$ cat config.mk
export PLATFORM = sky130hd
export DESIGN_NAME = latency_dual_port_ram_flat
export DESIGN_NICKNAME = d
export VERILOG_FILES = /design/src/rtl/latency_dual_port_ram_if.sv /design/src/rtl/latency_dual_port_ram.sv /design/src/flat_wrapper.sv
export SDC_FILE = /design/constraint.sdc
export NUM_CORES = 1
export LEC_CHECK = 0
export ABC_CLOCK_PERIOD_IN_PS = 3300
export CAP_MARGIN = 10
export CORE_ASPECT_RATIO = 1.2
export CORE_UTILIZATION = 40
export DETAILED_ROUTE_END_ITERATION = 12
export SETUP_SLACK_MARGIN = 0.5
export SLEW_MARGIN = 5
export SYNTH_ARGS = -nofsm -noshare
export SYNTH_HDL_FRONTEND = slang
export SYNTH_SLANG_ARGS = --single-unit
$ cat constraint.sdc
create_clock -name clk -period 3.3 [get_ports clk]
set_clock_uncertainty 0.2 [all_clocks]
set_input_delay 0.66 -clock clk [delete_from_list [all_inputs] [get_ports clk]]
set_output_delay 0.66 -clock clk [all_outputs]
set_load 0.03 [all_outputs]
$ cat src/rtl/latency_dual_port_ram_if.sv
// rtl/latency_dual_port_ram_if.sv - request/response bundle for latency_dual_port_ram
//
// Groups both port request sets and their read data into one interface.
//   i_ena/i_enb     : port enable
//   i_wea/i_web     : 1 = write, 0 = read (when enabled)
//   i_addra/i_addrb : word address (AW bits)
//   i_dina/i_dinb   : write data
//   o_douta/o_doutb : registered read data
// Modports: master drives requests and observes read data; slave is the RAM.
interface latency_dual_port_ram_if #(
    parameter int DATA_WIDTH = 8,
    parameter int AW         = 4
) ();
    logic                  i_ena;
    logic                  i_wea;
    logic [AW-1:0]         i_addra;
    logic [DATA_WIDTH-1:0] i_dina;
    logic [DATA_WIDTH-1:0] o_douta;
    logic                  i_enb;
    logic                  i_web;
    logic [AW-1:0]         i_addrb;
    logic [DATA_WIDTH-1:0] i_dinb;
    logic [DATA_WIDTH-1:0] o_doutb;

    modport master (
        output i_ena, i_wea, i_addra, i_dina,
        output i_enb, i_web, i_addrb, i_dinb,
        input  o_douta, o_doutb
    );

    modport slave (
        input  i_ena, i_wea, i_addra, i_dina,
        input  i_enb, i_web, i_addrb, i_dinb,
        output o_douta, o_doutb
    );
endinterface

$ cat src/rtl/latency_dual_port_ram.sv
// rtl/latency_dual_port_ram.sv - true dual-port RAM with per-port write/read latency
//
// Ports:
//   clk : single rising-edge clock for both ports
//   rst : synchronous active-high reset (clears outputs and in-flight requests,
//         memory contents are kept)
//   bus : latency_dual_port_ram_if slave modport carrying both ports
// A write sampled at edge k commits at edge k+W-1; a read sampled at edge k
// reads the array at k (read-first) and loads o_dout at edge k+R-1.
module latency_dual_port_ram #(
    parameter int WR_LATENCYA = 1,
    parameter int RD_LATENCYA = 1,
    parameter int WR_LATENCYB = 1,
    parameter int RD_LATENCYB = 1,
    parameter int DATA_WIDTH  = 8,
    parameter int MEM_DEPTH   = 16
) (
    input  logic                    clk,
    input  logic                    rst,
    latency_dual_port_ram_if.slave  bus
);
    localparam int AW = (MEM_DEPTH > 1) ? $clog2(MEM_DEPTH) : 1;
    localparam logic [AW:0] DEPTH_W = (AW+1)'(MEM_DEPTH);

    logic [DATA_WIDTH-1:0] mem [MEM_DEPTH];

    // Addresses beyond MEM_DEPTH exist only for non-power-of-2 depths.
    function automatic logic in_range(input logic [AW-1:0] addr);
        return ({1'b0, addr} < DEPTH_W);
    endfunction

    // Requests as sampled at the current edge.
    logic wa_req, ra_req, wb_req, rb_req;
    assign wa_req = bus.i_ena & bus.i_wea;
    assign ra_req = bus.i_ena & ~bus.i_wea;
    assign wb_req = bus.i_enb & bus.i_web;
    assign rb_req = bus.i_enb & ~bus.i_web;

    // Array words seen by reads sampled at this edge (before this edge's commits).
    logic [DATA_WIDTH-1:0] ra_word, rb_word;
    assign ra_word = (ra_req && in_range(bus.i_addra)) ? mem[bus.i_addra] : '0;
    assign rb_word = (rb_req && in_range(bus.i_addrb)) ? mem[bus.i_addrb] : '0;

    // Write requests committing at this edge.
    logic                  wa_v, wb_v;
    logic [AW-1:0]         wa_addr, wb_addr;
    logic [DATA_WIDTH-1:0] wa_data, wb_data;

    // Read results emerging at this edge.
    logic                  ra_v, rb_v;
    logic [DATA_WIDTH-1:0] ra_data, rb_data;

    generate
        if (WR_LATENCYA == 1) begin : g_wa_direct
            assign wa_v    = wa_req;
            assign wa_addr = bus.i_addra;
            assign wa_data = bus.i_dina;
        end else begin : g_wa_pipe
            localparam int N = WR_LATENCYA - 1;
            logic [N-1:0]          v;
            logic [AW-1:0]         a [N];
            logic [DATA_WIDTH-1:0] d [N];
            always_ff @(posedge clk) begin
                if (rst) begin
                    v <= '0;
                end else begin
                    v[0] <= wa_req;
                    for (int i = 1; i < N; i++) v[i] <= v[i-1];
                end
                a[0] <= bus.i_addra;
                d[0] <= bus.i_dina;
                for (int i = 1; i < N; i++) begin
                    a[i] <= a[i-1];
                    d[i] <= d[i-1];
                end
            end
            assign wa_v    = v[N-1];
            assign wa_addr = a[N-1];
            assign wa_data = d[N-1];
        end

        if (WR_LATENCYB == 1) begin : g_wb_direct
            assign wb_v    = wb_req;
            assign wb_addr = bus.i_addrb;
            assign wb_data = bus.i_dinb;
        end else begin : g_wb_pipe
            localparam int N = WR_LATENCYB - 1;
            logic [N-1:0]          v;
            logic [AW-1:0]         a [N];
            logic [DATA_WIDTH-1:0] d [N];
            always_ff @(posedge clk) begin
                if (rst) begin
                    v <= '0;
                end else begin
                    v[0] <= wb_req;
                    for (int i = 1; i < N; i++) v[i] <= v[i-1];
                end
                a[0] <= bus.i_addrb;
                d[0] <= bus.i_dinb;
                for (int i = 1; i < N; i++) begin
                    a[i] <= a[i-1];
                    d[i] <= d[i-1];
                end
            end
            assign wb_v    = v[N-1];
            assign wb_addr = a[N-1];
            assign wb_data = d[N-1];
        end

        if (RD_LATENCYA == 1) begin : g_ra_direct
            assign ra_v    = ra_req;
            assign ra_data = ra_word;
        end else begin : g_ra_pipe
            localparam int N = RD_LATENCYA - 1;
            logic [N-1:0]          v;
            logic [DATA_WIDTH-1:0] d [N];
            always_ff @(posedge clk) begin
                if (rst) begin
                    v <= '0;
                end else begin
                    v[0] <= ra_req;
                    for (int i = 1; i < N; i++) v[i] <= v[i-1];
                end
                d[0] <= ra_word;
                for (int i = 1; i < N; i++) d[i] <= d[i-1];
            end
            assign ra_v    = v[N-1];
            assign ra_data = d[N-1];
        end

        if (RD_LATENCYB == 1) begin : g_rb_direct
            assign rb_v    = rb_req;
            assign rb_data = rb_word;
        end else begin : g_rb_pipe
            localparam int N = RD_LATENCYB - 1;
            logic [N-1:0]          v;
            logic [DATA_WIDTH-1:0] d [N];
            always_ff @(posedge clk) begin
                if (rst) begin
                    v <= '0;
                end else begin
                    v[0] <= rb_req;
                    for (int i = 1; i < N; i++) v[i] <= v[i-1];
                end
                d[0] <= rb_word;
                for (int i = 1; i < N; i++) d[i] <= d[i-1];
            end
            assign rb_v    = v[N-1];
            assign rb_data = d[N-1];
        end
    endgenerate

    // Port B is written first so that port A's later assignment wins a
    // same-address collision. A reset edge blocks commits, including the
    // zero-latency path from the live inputs.
    always_ff @(posedge clk) begin
        if (!rst) begin
            if (wb_v && in_range(wb_addr)) mem[wb_addr] <= wb_data;
            if (wa_v && in_range(wa_addr)) mem[wa_addr] <= wa_data;
        end
    end

    // Outputs move only when a read result emerges; otherwise they hold.
    always_ff @(posedge clk) begin
        if (rst) begin
            bus.o_douta <= '0;
            bus.o_doutb <= '0;
        end else begin
            if (ra_v) bus.o_douta <= ra_data;
            if (rb_v) bus.o_doutb <= rb_data;
        end
    end
endmodule

$ cat src/flat_wrapper.sv
// flat-port wrapper written by rule: the top's interface ports become plain ports
module latency_dual_port_ram_flat 
#(
    parameter int WR_LATENCYA = 1,
    parameter int RD_LATENCYA = 1,
    parameter int WR_LATENCYB = 1,
    parameter int RD_LATENCYB = 1,
    parameter int DATA_WIDTH  = 8,
    parameter int MEM_DEPTH   = 16
)
  (clk, rst, bus_i_ena, bus_i_wea, bus_i_addra, bus_i_dina, bus_i_enb, bus_i_web, bus_i_addrb, bus_i_dinb, bus_o_douta, bus_o_doutb);
  latency_dual_port_ram_if #(.DATA_WIDTH(DATA_WIDTH), .AW(4)) bus_i ();
  input  logic clk;
  input  logic rst;
  input wire logic [$bits(bus_i.i_ena)-1:0] bus_i_ena;
  input wire logic [$bits(bus_i.i_wea)-1:0] bus_i_wea;
  input wire logic [$bits(bus_i.i_addra)-1:0] bus_i_addra;
  input wire logic [$bits(bus_i.i_dina)-1:0] bus_i_dina;
  input wire logic [$bits(bus_i.i_enb)-1:0] bus_i_enb;
  input wire logic [$bits(bus_i.i_web)-1:0] bus_i_web;
  input wire logic [$bits(bus_i.i_addrb)-1:0] bus_i_addrb;
  input wire logic [$bits(bus_i.i_dinb)-1:0] bus_i_dinb;
  output wire logic [$bits(bus_i.o_douta)-1:0] bus_o_douta;
  output wire logic [$bits(bus_i.o_doutb)-1:0] bus_o_doutb;
  assign bus_i.i_ena = bus_i_ena;
  assign bus_i.i_wea = bus_i_wea;
  assign bus_i.i_addra = bus_i_addra;
  assign bus_i.i_dina = bus_i_dina;
  assign bus_i.i_enb = bus_i_enb;
  assign bus_i.i_web = bus_i_web;
  assign bus_i.i_addrb = bus_i_addrb;
  assign bus_i.i_dinb = bus_i_dinb;
  assign bus_o_douta = bus_i.o_douta;
  assign bus_o_doutb = bus_i.o_doutb;
  latency_dual_port_ram #(.WR_LATENCYA(WR_LATENCYA), .RD_LATENCYA(RD_LATENCYA), .WR_LATENCYB(WR_LATENCYB), .RD_LATENCYB(RD_LATENCYB), .DATA_WIDTH(DATA_WIDTH), .MEM_DEPTH(MEM_DEPTH)) u_core (.clk(clk), .rst(rst), .bus(bus_i));
endmodule
==> metrics.cfg <==
[floorplan]
core_area_um2=20330
die_h_um=160.3
fp_util_pct=41.11

[outcome]
outcome=complete, no violations

[yosys]
ys_seq_share_pct=49.84
ys_chip_area_um2=8356
synth_top_area_share_pct=46.00
synth_cell_type_count=38
ys_async_sr_fraction_pct=0
area_leaders=edfxtp_1 (46%), mux2_2 (16%), mux4_2 (9.2%)

[cells_and_area]
final_nets=656
dominant_cells=flip-flops and latches
antennaDiodeCount=0
clk_share_pct=5.900

[placed_design]
place_congestion=0.8907
place_area_um2=9120
dp_slack_ns=0.2238

[worst_setup_path]
crit_end=u_core.mem[2][2]
criticalPathCategory=in2reg
crit_cells=6

[power]
seqPwrFrac_pct=45.7
power_switching_share_pct=24.56
powerDensity_nw_per_um2=460.1
p_int_w=0.003364

[global_route]
grt_max_degree=28
antenna_found_initial=0

[job]
cap_violations=0
warning_count=26

[routing]
drt_pre_antenna_iters=5
wl_um=24380

[final_timing]
finalClockPeriodUsage_pct=80.75

[cts]
cts.repair.resized=0

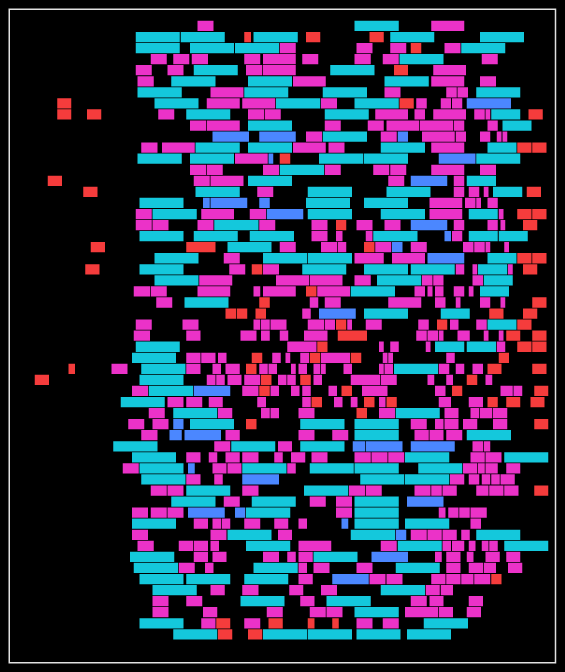
cell_classes.png
- red: other buffers and delay cells (cells 78; share of their area 7.5%)
- magenta: all other logic (cells 385; share of their area 42%)
- blue: clock drivers and dummy loads (cells 32; share of their area 6.1%)
- cyan: flops (cells 144; share of their area 44%)

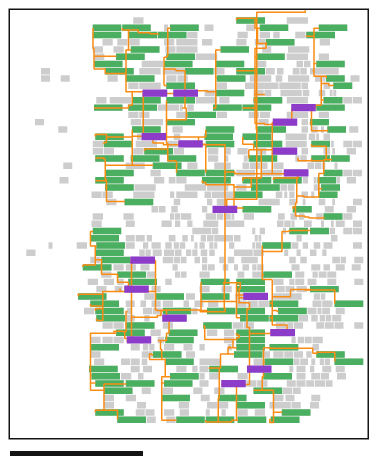
clock_map.png
Scale bar: 50 um.
- orange: clock wires (length 1760 um)
- purple: cells driving clock nets (count 17)
- green: flip-flops (count 144)
- flops lie: all over the die
Clock Power: 0.00187 W
Clk pwr share: 42.0%
clk latency late pin: 0.42 ns

No activity file was given, so power comes from the tool's default toggle rates.
